File: config.mk
export PLATFORM = sky130hd
export DESIGN_NAME = latch_bank_arbiter
export DESIGN_NICKNAME = d
export VERILOG_FILES = /design/src/rtl/latch_bank_arbiter.sv
export SDC_FILE = /design/constraint.sdc
export NUM_CORES = 1
export LEC_CHECK = 0
export CAP_MARGIN = 20
export CORE_ASPECT_RATIO = 1.2
export CORE_MARGIN = 2
export CORE_UTILIZATION = 31
export DETAILED_ROUTE_END_ITERATION = 8
export DONT_BUFFER_PORTS = 1
export PLACE_DENSITY_LB_ADDON = 0.05
export SYNTH_ARGS = -nofsm -noshare
export SYNTH_HDL_FRONTEND = slang
export SYNTH_SLANG_ARGS = --single-unit
File: constraint.sdc
create_clock -name clk -period 1.6 [get_ports clk]
set_input_delay 0.48 -clock clk [delete_from_list [all_inputs] [get_ports clk]]
set_output_delay 0.48 -clock clk [all_outputs]
set_load 0.1 [all_outputs]
File: src/rtl/latch_bank_arbiter.sv
// Round-robin write sequencer for a latch-built register file: setup / enable / hold / ack per write.
// Define LATCH_ARB_READBACK_EN to build the readback comparator that drives err.
module latch_bank_arbiter #(
  parameter int WIDTH  = 8,
  parameter int ADDR_W = 2
) (
  input  logic                   clk,
  input  logic                   rst_n,
  input  logic                   req0,
  input  logic                   req1,
  input  logic [ADDR_W-1:0]      addr0,
  input  logic [ADDR_W-1:0]      addr1,
  input  logic [WIDTH-1:0]       data0,
  input  logic [WIDTH-1:0]       data1,
  output logic                   ack0,
  output logic                   ack1,
  output logic [WIDTH-1:0]       latch_d,
  output logic [(2**ADDR_W)-1:0] latch_en,
  output logic [ADDR_W-1:0]      rb_sel,
  input  logic [WIDTH-1:0]       rb_q,
  output logic                   busy,
  output logic                   err
);

  localparam int NWORDS = 2**ADDR_W;
  localparam logic [NWORDS-1:0] EN_ONE = NWORDS'(1);

  localparam logic [2:0] IDLE   = 3'd0;
  localparam logic [2:0] SETUP  = 3'd1;
  localparam logic [2:0] ENABLE = 3'd2;
  localparam logic [2:0] HOLD   = 3'd3;
  localparam logic [2:0] ACK    = 3'd4;

  logic [2:0] state;
  logic       gnt_id;
  logic       last_gnt;
  logic       pick;

  // On a tie the requester that was not granted last wins.
  always_comb begin
    pick = 1'b0;
    if (req0 && req1) pick = ~last_gnt;
    else              pick = req1;
  end

  // latch_d / rb_sel double as the captured data / address of the granted write.
  always_ff @(posedge clk or negedge rst_n) begin
    if (!rst_n) begin
      state    <= IDLE;
      gnt_id   <= 1'b0;
      last_gnt <= 1'b1;
      latch_d  <= '0;
      latch_en <= '0;
      rb_sel   <= '0;
      ack0     <= 1'b0;
      ack1     <= 1'b0;
      busy     <= 1'b0;
    end else begin
      case (state)
        IDLE: begin
          if (req0 || req1) begin
            gnt_id   <= pick;
            last_gnt <= pick;
            latch_d  <= pick ? data1 : data0;
            rb_sel   <= pick ? addr1 : addr0;
            busy     <= 1'b1;
            state    <= SETUP;
          end
        end
        SETUP: begin
          latch_en <= EN_ONE << rb_sel;
          state    <= ENABLE;
        end
        ENABLE: begin
          latch_en <= '0;
          state    <= HOLD;
        end
        HOLD: begin
          ack0  <= ~gnt_id;
          ack1  <= gnt_id;
          state <= ACK;
        end
        ACK: begin
          ack0  <= 1'b0;
          ack1  <= 1'b0;
          busy  <= 1'b0;
          state <= IDLE;
        end
        default: begin
          latch_en <= '0;
          ack0     <= 1'b0;
          ack1     <= 1'b0;
          busy     <= 1'b0;
          state    <= IDLE;
        end
      endcase
    end
  end

`ifdef LATCH_ARB_READBACK_EN
  // Readback sampled at the HOLD->ACK edge so err lines up with the ack pulse.
  always_ff @(posedge clk or negedge rst_n) begin
    if (!rst_n)              err <= 1'b0;
    else if (state == HOLD)  err <= (rb_q != latch_d);
    else                     err <= 1'b0;
  end
`else
  logic rb_q_unused;
  assign rb_q_unused = ^rb_q;
  assign err         = 1'b0;
`endif

endmodule

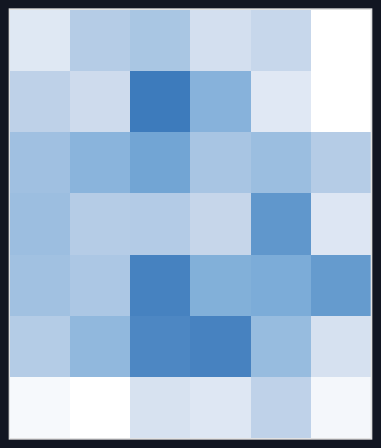
util_map.png
6 x 7 tiles, from white (low) to dark blue (high), 0 to 100% covered.
mean over tiles = 33%
fullest tile = 70%
nearly empty tiles = 7.1%
emptiest ninth of the die = upper right

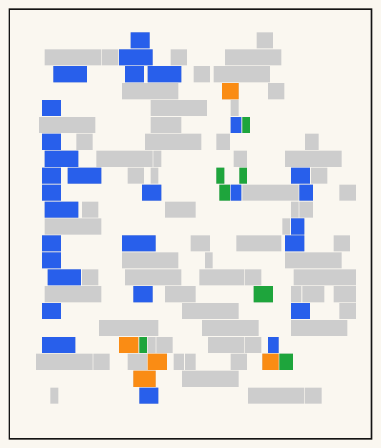
gates.png
blue -> aoi and oai cells  # cells 29, most used o32ai_1
orange -> non-inverting ao/oa cells  # cells 5, most used a21o_1
green -> nand cells  # cells 7, most used nand2_1

==> results.py <==
# Physical implementation metrics
metrics = {
    "synth": {
        "synthesis.nets": 121,
        "ys_chip_area_mm2": 0.00108,
        "synthAdderAreaFrac_pct": 0,
        "syn_area_per_cell_um2": 12.2,
        "ys_sh_xor_pct": 0.807,
        "synthTopLogicFamily": "AND-OR/OR-AND gates",
        "top_cell_area_share_pct": 48.4,
        "top_area_cell": "dfrtp_1",
        "synthArstFlopShare_pct": 100,
        "synthCells": 89,
        "ys_sh_aoi_pct": 31.0,
        "synth_top_cell_by_count": "dfrtp_1",
        "ys_top_cells_by_area": "dfrtp_1 48%, a2bb2oi_2 12%, o32ai_1 8.1%",
        "ys_cells": 89,
        "simple_gate_share_pct": 10.0,
        "synth.distinct_cells": 31,
        "mux_share_pct": 0.923,
        "ff_type": "dfrtp_1",
        "edf_count": 0,
        "synth_flops": 22,
        "synth_area_mm2": 0.00108,
        "synth_seq_share_pct": 50.9,
        "yosys_warnings": 0,
        "top_cells_by_count": "21 x dfrtp_1, 10 x o32ai_1, 9 x a2bb2oi_2",
    },
    "global_route": {
        "grt.met1_usage_pct": 16.2,
        "grt_pass1_wl_um": 4060,
        "grtUsageMet3_pct": 3.17,
        "antenna_found_initial": 0,
        "grt-ovfl-total": 0,
        "grt_pass1_vias": 856,
        "grt_usage_pct": 13.9,
        "grt_max_degree": 22,
        "grt.busiest_layer": "met2",
    },
    "sta": {
        "max_freq_ghz": 0.711,
        "finalSetupViolations": 0,
        "finClkSkew_ns": 0.00294,
        "final.period_utilization_pct": 87.9,
        "whs_ns": 0.0534,
        "post-route-min-period_ns": 1.41,
        "hold_viol_final": 0,
        "finalSetupTns_ns": 0,
        "slew_violations": 0,
        "rsz0062_at_grt": "no",
    },
    "place": {
        "dpl.hpwl_um": 1720,
        "dpl.cell_count": 139,
        "io_buffers": 0,
        "gp_congestion": 0.662,
    },
    "floorplan": {
        "fp.dieW_um": 58,
        "fp.dieH_um": 68.8,
        "num_rows": 23,
        "coreArea_mm2": 0.00334,
        "fp_util_pct": 32.5,
        "io_pins": 50,
        "floorplan.die_area_mm2": 0.00399,
    },
    "clock_tree": {
        "cts_tree": "built",
        "clock_latency_ns": 0.26,
        "clock_path_buffers": 2,
        "postCtsSetupBuffers": 0,
        "clk_pin_slew_ns": 0.08,
        "cts_buffers": 3,
        "htreeDepth": 1,
        "cts_root_buffer": "clkbuf_8",
        "clock-sinks": 22,
    },
    "final_layout": {
        "area_delta_synth_final_pct": 24.0,
        "fin_cells": 145,
        "nets": 141,
        "drive_above_1_share_pct": 37.0,
        "n_antenna_cell": 0,
    },
    "job": {
        "warnings": 34,
        "cap_violations": 0,
    },
    "drt": {
        "wl_per_cell_um": 16.6,
        "ant_nets": 0,
        "drc": 0,
        "detail_route.vias_per_cell": 5.53,
        "first_iter_violations": 28,
        "drt_pass1_iterations": 4,
    },
    "critical_path": {
        "timing.rr.start": "last_gnt",
        "path_class": "reg -> out",
        "ff2ff_path_depth": 3,
        "startpoint_type": "register",
        "cp.required_ns": 1.12,
        "crit_buf_inv": 1,
        "critPathArrivalTime_ns": 0.93,
        "worst-path-max-fanout": 3,
        "r2r-end": "rb_sel[1]",
        "crit_chain": "buf_4",
        "r2r_setup_slack_ns": 0.30,
        "critical_path.top_delay_family": "flip-flops",
        "end_kind": "primary output",
        "slowest_delay_ns": 0.37,
        "crit_slowest_cell": "dfrtp_1",
    },
    "status": {
        "run_status": "completed",
    },
    "hold_path": {
        "holdCritPathClass": "in -> async",
    },
}
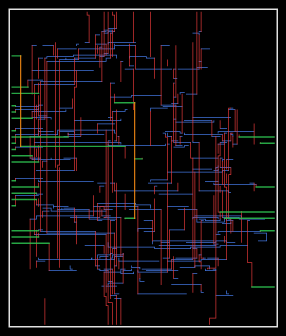
layers.png
blue -> M1  # wire length 992 µm
orange -> M4  # wire length 44.9 µm
green -> M3  # wire length 154 µm
red -> M2  # wire length 1220 µm

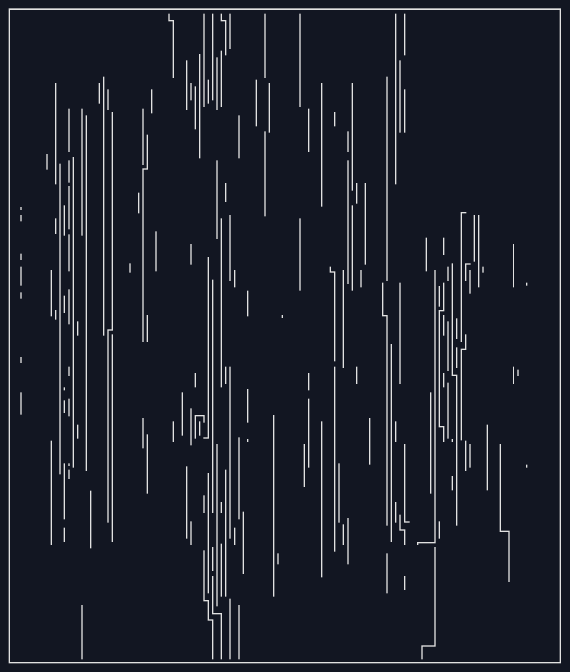
m2.png
nets with wire on the layer = 120
wire length on this layer = 1220 µm
longest straight run = 37.4 µm
main direction = vertical
share of all routed wire = 51%
via count: 802
met2 usage: 24.4%
total wire length: 2410 µm

## worst max path at each step
stage / cells after the start / slack (ns) / start / to
5_1_grt: 1 / 0.15 / latch_en[1] / latch_en[1]
3_3_place_gp: 3 / 0.10 / req1 / rb_sel[0]
6_report: 1 / 0.19 / latch_en[1] / latch_en[1]
2_1_floorplan: 3 / 0.13 / rb_sel[0] / latch_en[2]
4_1_cts: 1 / 0.07 / rst_n / latch_d[7]
3_5_place_dp: 3 / 0.07 / req1 / rb_sel[1]
## metrics by stage
| stage | setup WS [ns] | util, % | area [µm²] |
|---|---|---|---|
| final | 0.193 | 40.3 | 1350 |
| after floorplan | 0.133 | - | 1080 |
| after CTS | 0.0701 | 39.4 | 1320 |
| after global placement | 0.102 | 37.7 | 1260 |
| after detailed placement | 0.0723 | 37.7 | 1260 |
| after global routing | 0.149 | 40.3 | 1350 |
## registers in the layout, indices dropped and copies added (netlist names)
name,cells
latch_d,8
latch_en,4
state,3
rb_sel,2
ack0,1
ack1,1
busy,1
gnt_id,1
last_gnt,1
## cell type report
cell class                      instances  area [µm²]
Clock buffer                            4        45.0
Fill cell                             349        1990
Timing Repair Buffer                   23         220
Sequential cell                        22         552
Inverter                                3        11.3
Multi-Input combinational cell         56         470
Tap cell                               37        46.3
## layer usage
layer	part of all wire (%)	vias to the layer above
li1	-	374
met1	41	392
met2	51	31
met3	6.4	5
met4	1.8	0
met5	0	-
## cell usage in the layout (no fill, tap or decap), types with 2 or more instances in the layout
cell type,count
nor3_1,3
a21oi_1,3
nor2_1,3
inv_1,2
dfrtp_1,21
a31oi_1,2
nor2b_1,2
clkbuf_8,3
buf_4,19
buf_12,2
nand2_1,4
a2bb2oi_2,9
o32ai_1,10
a21o_1,2
o2bb2ai_1,4
## what timing repair did
action	in CTS	in global routing
endpoints found under the setup margin	0	1
hold endpoints to repair	21	0
hold buffers	1	0
gates resized	0	1
## kinds of logic after synthesis
logic type                after synthesis
buffers and inverters                  11
other                                   1
xor gates and xnor gates                1
and+or+nand+nor                        19
muxes                                   1
DFF                                    22
AOI/OAI and AO/OA                      34
